[src/rtl/ex3_serial_adder.sv]
// Digit-serial excess-3 adder: one decimal digit per clock, LSD first.
// A start in IDLE loads both operands; done pulses once the NDIG digits have been summed.
module ex3_serial_adder #(
  parameter int NDIG = 4
) (
  input  logic              clk,
  input  logic              rst_n,
  input  logic              start,
  input  logic [4*NDIG-1:0] a_ex,
  input  logic [4*NDIG-1:0] b_ex,
  output logic [4*NDIG-1:0] sum_ex,
  output logic              cout,
  output logic              busy,
  output logic              done,
  output logic              err
);

  localparam int W     = 4 * NDIG;
  localparam int CNT_W = $clog2(NDIG) + 1;

  typedef enum logic {IDLE, RUN} state_t;

  state_t           state_q, state_d;
  logic [CNT_W-1:0] cnt_q, cnt_d;
  logic [W-1:0]     a_q, a_d, b_q, b_d, sum_q, sum_d;
  logic             carry_q, carry_d;
  logic             err_q, err_d;
  logic             done_q, done_d;
  logic [4:0]       dig;

  // Returns {carry, excess-3 digit}. The binary carry of the 4-bit add is exactly
  // the decimal carry, because the two +3 biases add up to a +6 correction.
  function automatic logic [4:0] ex3_add(input logic [3:0] a, input logic [3:0] b,
                                         input logic c);
    logic [4:0] s;
    s = {1'b0, a} + {1'b0, b} + {4'b0000, c};
    if (s[4]) return {1'b1, s[3:0] + 4'd3};
    else      return {1'b0, s[3:0] - 4'd3};
  endfunction

  function automatic logic bad_digit(input logic [3:0] d);
    return (d < 4'd3) || (d > 4'd12);
  endfunction

  always_comb begin
    state_d = state_q;
    cnt_d   = cnt_q;
    a_d     = a_q;
    b_d     = b_q;
    sum_d   = sum_q;
    carry_d = carry_q;
    err_d   = err_q;
    done_d  = 1'b0;
    dig     = ex3_add(a_q[3:0], b_q[3:0], carry_q);
    case (state_q)
      IDLE: begin
        if (start) begin
          a_d     = a_ex;
          b_d     = b_ex;
          carry_d = 1'b0;
          cnt_d   = '0;
          err_d   = 1'b0;
          state_d = RUN;
        end
      end
      RUN: begin
        a_d     = a_q >> 4;
        b_d     = b_q >> 4;
        sum_d   = (sum_q >> 4) | (W'(dig[3:0]) << (W - 4));
        carry_d = dig[4];
        err_d   = err_q | bad_digit(a_q[3:0]) | bad_digit(b_q[3:0]);
        cnt_d   = cnt_q + 1'b1;
        if (cnt_q == CNT_W'(NDIG - 1)) begin
          state_d = IDLE;
          done_d  = 1'b1;
        end
      end
      default: state_d = IDLE;
    endcase
  end

  always_ff @(posedge clk or negedge rst_n) begin
    if (!rst_n) begin
      state_q <= IDLE;
      cnt_q   <= '0;
      sum_q   <= '0;
      carry_q <= 1'b0;
      err_q   <= 1'b0;
      done_q  <= 1'b0;
    end else begin
      state_q <= state_d;
      cnt_q   <= cnt_d;
      sum_q   <= sum_d;
      carry_q <= carry_d;
      err_q   <= err_d;
      done_q  <= done_d;
    end
  end

  // Operand shifters are pure datapath; they are reloaded by every accepted start.
  always_ff @(posedge clk) begin
    a_q <= a_d;
    b_q <= b_d;
  end

  assign sum_ex = sum_q;
  assign cout   = carry_q;
  assign busy   = (state_q == RUN);
  assign done   = done_q;
  assign err    = err_q;

endmodule

[config.mk]
export PLATFORM = sky130hd
export DESIGN_NAME = ex3_serial_adder
export DESIGN_NICKNAME = d
export VERILOG_FILES = /design/src/rtl/ex3_serial_adder.sv
export SDC_FILE = /design/constraint.sdc
export NUM_CORES = 1
export LEC_CHECK = 0
export ABC_CLOCK_PERIOD_IN_PS = 3400
export CORE_MARGIN = 4
export CORE_UTILIZATION = 50
export CTS_CLUSTER_DIAMETER = 120
export CTS_CLUSTER_SIZE = 8
export DETAILED_ROUTE_END_ITERATION = 8
export GPL_ROUTABILITY_DRIVEN = 0
export PLACE_DENSITY = 0.87
export SLEW_MARGIN = 20
export SYNTH_ARGS = -nofsm -noshare
export SYNTH_HDL_FRONTEND = slang
export SYNTH_SLANG_ARGS = --single-unit
[constraint.sdc]
create_clock -name clk -period 3.4 [get_ports clk]
set_clock_uncertainty 0.1 [all_clocks]
set_input_delay 0.68 -clock clk [delete_from_list [all_inputs] [get_ports clk]]
set_output_delay 0.68 -clock clk [all_outputs]
set_load 0.01 [all_outputs]
**Wiring by layer**

Drawn at 4 px/um.
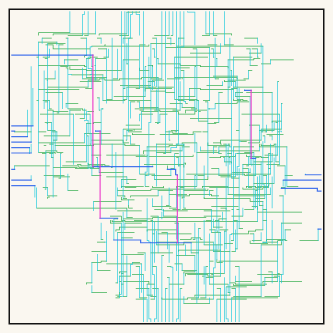
color	layer	wire length
magenta	met4	83.5 um
blue	met3	127 um
cyan	met2	2250 um
green	met1	1850 um

**Placement density heat map**

Drawn at 4 px/um. The die is cut into 8 by 8 equal tiles; black is low, pale yellow is high, 0 to 100% covered.
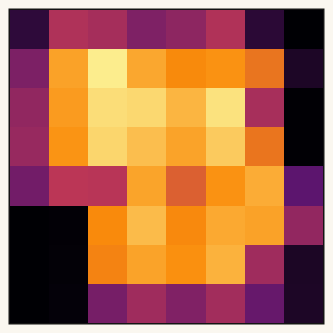
nearly empty tiles	14%
tiles over 75% full	36%
densest ninth of the die	center
fullest tile	96%

**Placement by cell class**

Drawn at 4 px/um.
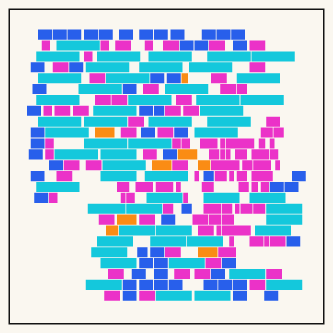
color	class	cells
cyan	flops	55
magenta	all other logic	98
orange	clock drivers and dummy loads	8
blue	other buffers and delay cells	58

**Ports around the boundary**

Drawn at 4 px/um. Pins as bars across the die edge, other pins in gray.
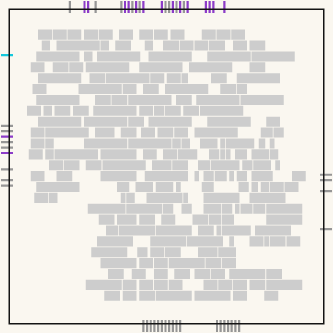
color	port	pins	direction	edge
cyan	`clk`	1	input	left
purple	`a_ex`	16	input	14 top, 2 left
all pins by edge	23 top, 18 bottom, 10 left, 4 right

==> impl_metrics.ini <==
; physical design summary
[worst_setup_path]
r2r_slack_ns = 0.50
rr_endpoint = sum_ex[15]
critPathRequiredTime_ns = 3.50
max_stage_delay_ns = 0.45
reg2regPathDepth = 12
critPathCapture = sum_ex[15]

[die]
die-area_sq_um = 6120
dieWidth_um = 78.2
die-height_um = 78.2
ios = 55
coreArea_sq_um = 4750

[sta]
rsz0062_at_grt = no
slew_headroom = 0.729
drv_slew = 0

[clocking]
cts_tree = done
clk_pin_slew_ns = 0.10
cts_htree_levels = 2
cts_resized = 0

[cells_and_area]
layout-drive-gt1-share = 0.247
diodes = 0
comb_area_sq_um = 862
finalInstanceArea_sq_um = 3190
largest_class = registers
fin_cells = 286
lay_top_cells = 54 x clkdlybuf4s50_1, 38 x mux2_2, 32 x edfxtp_1
comb_cells = 87
finalCoreUtilization = 0.670
final_nets = 263
clock_area_frac = 0.0287

[logic_synthesis]
synth_top_area_share = 0.389
synthFlopType = edfxtp_1
ys_chip_area_sq_um = 2470
yosys_cells = 159
ys_sh_simple = 0.0375
yosysWarnings = 0
post-synth-top-count-cell = mux2_2
syn-num-nets = 204
avgSynthCellArea_sq_um = 15.5
ys_seq_share = 0.623
edf_count = 32
ys_top_cells_by_area = edfxtp_1 39%, dfrtp_1 23%, mux2_2 17%
synth.distinct_cells = 28

[pwr]
swShare = 0.320
p_seq_frac = 0.408
switchingPower_mw = 1.01
p_int_mw = 2.14
total_power_mw = 3.15
power_frac_clock = 0.116
seq_cell_power_mw = 1.29
p_leak_nw = 1.35
combPwrFrac = 0.475

[grt]
grtUsageMet2 = 0.255
top_usage_layer = met2
track_usage = 0.150
grt_pass1_vias = 1441
gr-usage-met3 = 0.0298
grt_max_degree = 33

[detailed_routing]
wl_met3_um = 127
ant_nets = 0
wire_per_inst_um = 15.1
routed_wl_mm = 4.32
highest_layer = met4

[run_status]
status = complete, no violations

[min_path]
hold_path.class = flip-flop to flip-flop
min_to = cnt_q[0]

[flow_run]
warnings = 26
